**config.mk**
```make
export PLATFORM = sky130hd
export DESIGN_NAME = gray_decoder
export DESIGN_NICKNAME = d
export VERILOG_FILES = /design/src/rtl/gray_decoder.sv
export SDC_FILE = /design/constraint.sdc
export NUM_CORES = 1
export LEC_CHECK = 0
export CAP_MARGIN = 25
export CORE_ASPECT_RATIO = 0.8
export CORE_MARGIN = 3
export CORE_UTILIZATION = 45
export DETAILED_ROUTE_END_ITERATION = 16
export PLACE_DENSITY = 0.82
export SLEW_MARGIN = 10
export SYNTH_ARGS = -nofsm -noshare
export SYNTH_HDL_FRONTEND = slang
export SYNTH_SLANG_ARGS = --single-unit
```
**constraint.sdc**
```tcl
create_clock -name clk -period 2.82 [get_ports clk]
set_clock_uncertainty 0.2 [all_clocks]
set_input_delay 0.564 -clock clk [delete_from_list [all_inputs] [get_ports clk]]
set_output_delay 0.564 -clock clk [all_outputs]
set_load 0.005 [all_outputs]
```
**src/rtl/gray_decoder.sv**
```systemverilog
// Gray-count receiver: converts a sampled Gray count to binary and reports step, wrap and
// illegal multi-bit transitions. Define GRAY_DECODER_SYNC_EN to add a 2-flop input synchronizer.
module gray_decoder #(
    parameter int W  = 4,
    parameter int CW = 8
) (
    input  logic          clk,
    input  logic          rst,
    input  logic          ce,
    input  logic          clr,
    input  logic [W-1:0]  gray_in,
    output logic [W-1:0]  bin,
    output logic          valid,
    output logic [W-1:0]  delta,
    output logic          wrap,
    output logic          err,
    output logic [CW-1:0] err_cnt
);

    localparam logic [0:0] ST_INIT = 1'b0;
    localparam logic [0:0] ST_RUN  = 1'b1;

    function automatic logic [W-1:0] gray2bin(input logic [W-1:0] g);
        logic [W-1:0] b;
        b[W-1] = g[W-1];
        for (int i = W - 2; i >= 0; i--) begin
            b[i] = b[i+1] ^ g[i];
        end
        return b;
    endfunction

    // True when more than one bit is set: clearing the lowest set bit leaves something behind.
    function automatic logic multi_bit(input logic [W-1:0] x);
        return (x & (x - W'(1))) != '0;
    endfunction

    logic [W-1:0] w_g_in;
    logic         w_ce_in;

`ifdef GRAY_DECODER_SYNC_EN
    logic [W-1:0] r_sync1;
    logic [W-1:0] r_sync2;
    logic         r_ce_d1;
    logic         r_ce_d2;

    // Synchronizer stages; the enable rides alongside so it lines up with the settled data.
    always_ff @(posedge clk or posedge rst) begin
        if (rst) begin
            r_sync1 <= '0;
            r_sync2 <= '0;
            r_ce_d1 <= 1'b0;
            r_ce_d2 <= 1'b0;
        end else begin
            r_sync1 <= gray_in;
            r_sync2 <= r_sync1;
            if (clr) begin
                r_ce_d1 <= 1'b0;
                r_ce_d2 <= 1'b0;
            end else begin
                r_ce_d1 <= ce;
                r_ce_d2 <= r_ce_d1;
            end
        end
    end

    assign w_g_in  = r_sync2;
    assign w_ce_in = r_ce_d2;
`else
    assign w_g_in  = gray_in;
    assign w_ce_in = ce;
`endif

    logic [W-1:0] r_g_p0;
    logic         r_vld_p0;
    logic [0:0]   r_state;

    // Stage 1: capture the Gray sample
    always_ff @(posedge clk or posedge rst) begin
        if (rst) begin
            r_g_p0   <= '0;
            r_vld_p0 <= 1'b0;
        end else if (clr) begin
            r_vld_p0 <= 1'b0;
        end else begin
            r_vld_p0 <= w_ce_in;
            if (w_ce_in) begin
                r_g_p0 <= w_g_in;
            end
        end
    end

    logic [W-1:0] w_b_new;
    logic [W-1:0] w_g_prev;
    logic [W-1:0] w_delta;
    logic         w_wrap;
    logic         w_err;

    assign w_b_new  = gray2bin(r_g_p0);
    assign w_g_prev = bin ^ (bin >> 1);
    assign w_delta  = w_b_new - bin;
    assign w_wrap   = (bin == '1) && (w_b_new == '0);
    assign w_err    = multi_bit(w_g_prev ^ r_g_p0);

    // Stage 2: decode and compare against the previous accepted sample
    always_ff @(posedge clk or posedge rst) begin
        if (rst) begin
            bin     <= '0;
            valid   <= 1'b0;
            delta   <= '0;
            wrap    <= 1'b0;
            err     <= 1'b0;
            err_cnt <= '0;
            r_state <= ST_INIT;
        end else if (clr) begin
            valid   <= 1'b0;
            err_cnt <= '0;
            r_state <= ST_INIT;
        end else if (r_vld_p0) begin
            valid <= 1'b1;
            bin   <= w_b_new;
            if (r_state == ST_INIT) begin
                delta   <= '0;
                wrap    <= 1'b0;
                err     <= 1'b0;
                r_state <= ST_RUN;
            end else begin
                delta <= w_delta;
                wrap  <= w_wrap;
                err   <= w_err;
                if (w_err && (err_cnt != '1)) begin
                    err_cnt <= err_cnt + CW'(1);
                end
            end
        end else begin
            valid <= 1'b0;
        end
    end

endmodule
```
==> Slide: Implementation Results <==
Synthesis and Place & Route Summary

Synthesis
  – Synth unique cells: 31
  – Post-Syn Area per Cell: approximately 10 sq um
  – Post-synth regs: 25
  – YS chip area: 1340 sq um
  – Top_reg_cell synth: dfrtp_1
  – Synth Area in Adders: 8.96%
  – Dominant comb cell: simple AND/OR/NAND/NOR gates
  – Synthesized net count: about 150
  – Area leader share: a little under half
  – Post-synth ARST share: 100%
  – Synth top cell by count: dfrtp_1
  – Top cells by count, synth: dfrtp_1, o21ai_0, nand2_1, inv_1, ha_1
  – Ys cells: 133
  – Area leader, netlist: dfrtp_1
  – Top cells by area: dfrtp_1, ha_1, o21ai_0, nand2_1, inv_1
  – Synth Area in XOR/XNOR: 8.96%
  – Simple Share, Synth: 15.4%

Finish
  – Fill cells: approximately 240
  – Design area: between 1500 and 2000 sq um
  – Layout area overhead: 27.2%
  – Nets@finish: approximately 180
  – Layout Cells excl Fill: 201

Clocking
  – Setup bufs post-CTS: 0
  – CTS Buf Count: 3
  – CTS Buffer Depth: 2
  – Clk ins delay skew pair: 0.27 ns
  – PostCTS Resize Cnt: 0

Routing
  – Drt wl/cell: ~13 um
  – Routed Antenna Nets: 0
  – DRC: 0
  – Detailed Route Iter0 Violations: 52
  – Drt total wl: 2700 um

Final timing
  – Crit path time final: 2.57 ns
  – Final TNS setup: 0 ns
  – FMAX: about 390 MHz
  – Max-slew headroom: between 70% and 80%
  – RSZ-0062 raised after global routing: false
  – Final period utilization: 91.1%
  – Setup-failing EPs final: 0
  – Slew Viols, Final: 0
  – Hold WS: around 0.29 ns

Place
  – IO buf count: 26
  – Hpwl dp: 2080 um

Global route
  – Vias in the first global route: just over 1000
  – Global-route wire length before repair: 4440 um
  – Initial antenna violation count: 0

Floorplan
  – Die width: 67.0 um
  – Core Footprint: 2810 sq um
  – Std cell rows: 17
  – Die Ht: 54.8 um
  – Fp util: 47.7%

Job
  – # Max-Cap Violations: 0
  – Stage-log warning count: 26

Setup path
  – Endpoint type of the worst setup path: register
  – Critical Path Fanout Max: 3
  – Startpoint Class: register
  – CP arrival: 2.55 ns

Run status
  – Status: finished, final reports clean

Power
  – Worst VDD drop: 338 uV
  – Internal: around 0.00074 W

Worst hold path
  – Worst Hold Class: reg2reg
-- cell families after synthesis --
kind of cell / count (synthesis)
buffers and inverters: 16
xor gates and xnor gates: 8
and+or+nand+nor: 41
DFF: 25
adders and majority gates: 9
muxes: 2
AOI/OAI and AO/OA: 32
-- final timing paths --
kind,from,endpoint,slack [ns],cells past startpoint
max in group asynchronous,rst,err$_DFFE_PP0P_,1.74,3
worst min register to register,delta[0]$_DFFE_PP0P_,delta[0]$_DFFE_PP0P_,0.29,2
worst min-delay path,delta[0]$_DFFE_PP0P_,delta[0]$_DFFE_PP0P_,0.29,2
worst max register to register,r_g_p0[3]$_DFFE_PP0P_,delta[1]$_DFFE_PP0P_,0.25,9
worst max-delay path,r_g_p0[3]$_DFFE_PP0P_,delta[1]$_DFFE_PP0P_,0.25,9
min in group asynchronous,rst,err_cnt[4]$_DFFE_PP0P_,0.44,3
-- layout by cell type, fill, tap and decap left out, types with 2 or more instances in the layout --
master,instances
xor2_2,2
and3_1,2
xor2_1,2
a21oi_1,7
nand2b_1,3
inv_1,11
nor2_1,4
nand4_1,2
a211oi_1,3
dfrtp_1,25
xnor2_1,2
clkbuf_8,3
or3_1,6
buf_4,5
clkdlybuf4s50_1,26
ha_1,8
nand2_1,15
nand3_1,5
o21ai_0,18
-- state kept, by name, indices dropped and copies added (netlist names) --
register / count
err_cnt: 8
bin: 4
delta: 4
r_g_p0: 4
err: 1
r_state: 1
r_vld_p0: 1
valid: 1
wrap: 1
-- per-stage QoR --
| step | total power, W | utilization [%] |
|---|---|---|
| 5_1_grt | 0.00118 | 60.7 |
| 3_3_place_gp | 0.000869 | 59.1 |
| 4_1_cts | 0.00111 | 60.7 |
| 6_report | 0.00109 | 60.7 |
| 3_5_place_dp | 0.000898 | 59.1 |
| 2_1_floorplan | 0.000737 | - |
-- area by class of cell --
class	instances	area (sq um)	area share, %
tap	38	47.5	2.79
multi-input combinational	92	647	38.0
timing repair buffer	31	298	17.5
inverter	11	41.3	2.42
sequential	25	626	36.7
clock buffer	4	45.0	2.64
-- per-layer routing --
layer | vias to the layer above | track usage (%) | share of wire [%]
met5 | - | 0 | 0
met2 | 23 | 29.5 | 51
met4 | 0 | 5.72 | 1.3
met1 | 528 | 19.3 | 44
li1 | 511 | - | -
met3 | 6 | 3.90 | 3.8
-- worst max-delay path, cell delays in order, from the launching register on --
cell      delay (ns)
dfrtp_1         0.40
inv_1           0.09
ha_1            0.33
xnor2_1         0.22
ha_1            0.27
inv_1           0.08
ha_1            0.18
fa_1            0.42
nand2b_1        0.14
o21ai_0         0.16
-- power by group through the flow --
stage | registers [W] | clock network (W) | logic [W]
2_1_floorplan | 0.000454 | 0 | 0.000283
3_3_place_gp | 0.000457 | 0 | 0.000412
3_5_place_dp | 0.000461 | 0 | 0.000437
4_1_cts | 0.000454 | 0.000215 | 0.000439
5_1_grt | 0.000460 | 0.000231 | 0.000487
6_report | 0.000453 | 0.000208 | 0.000434
Figure 1. Cell density map.
(6 px per um) 7 x 5 tiles, from white (low) to dark blue (high), 0 to 100% covered.
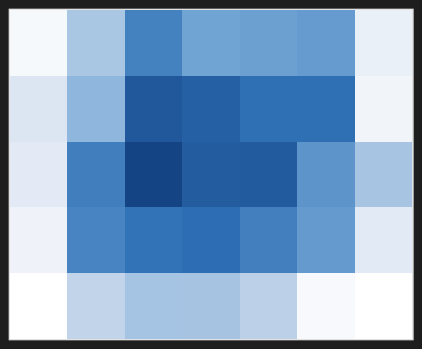
nearly empty tiles = 5.7%
mean over tiles = 45%
densest ninth of the die = centre
tiles over 75% full = 17%

Figure 2. Register map, names as in the netlist.
(8 px per um) Other sequential cells in the stronger grey, the rest of the logic in the fainter grey.
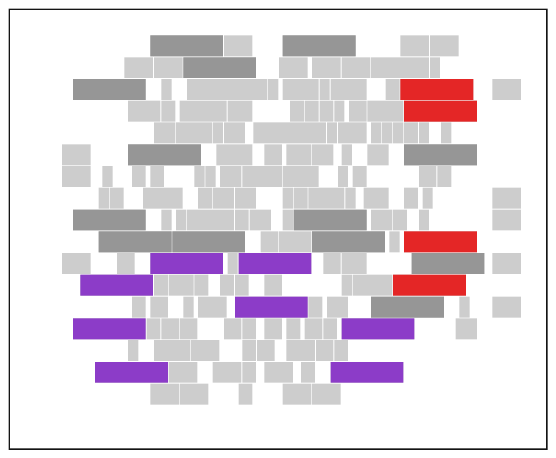
err_cnt -> purple  # placed flops 8
delta -> red  # placed flops 4
not coloured = 13

Figure 3. Metal layers overlaid.
(8 px per um)
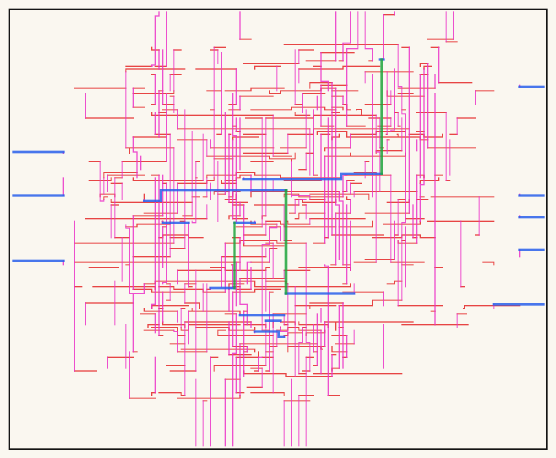
M2 -> magenta  # wire length 1380 um
M1 -> red  # wire length 1190 um
M4 -> green  # wire length 35.4 um
M3 -> blue  # wire length 103 um

Power is estimated from default activity; no workload was simulated.
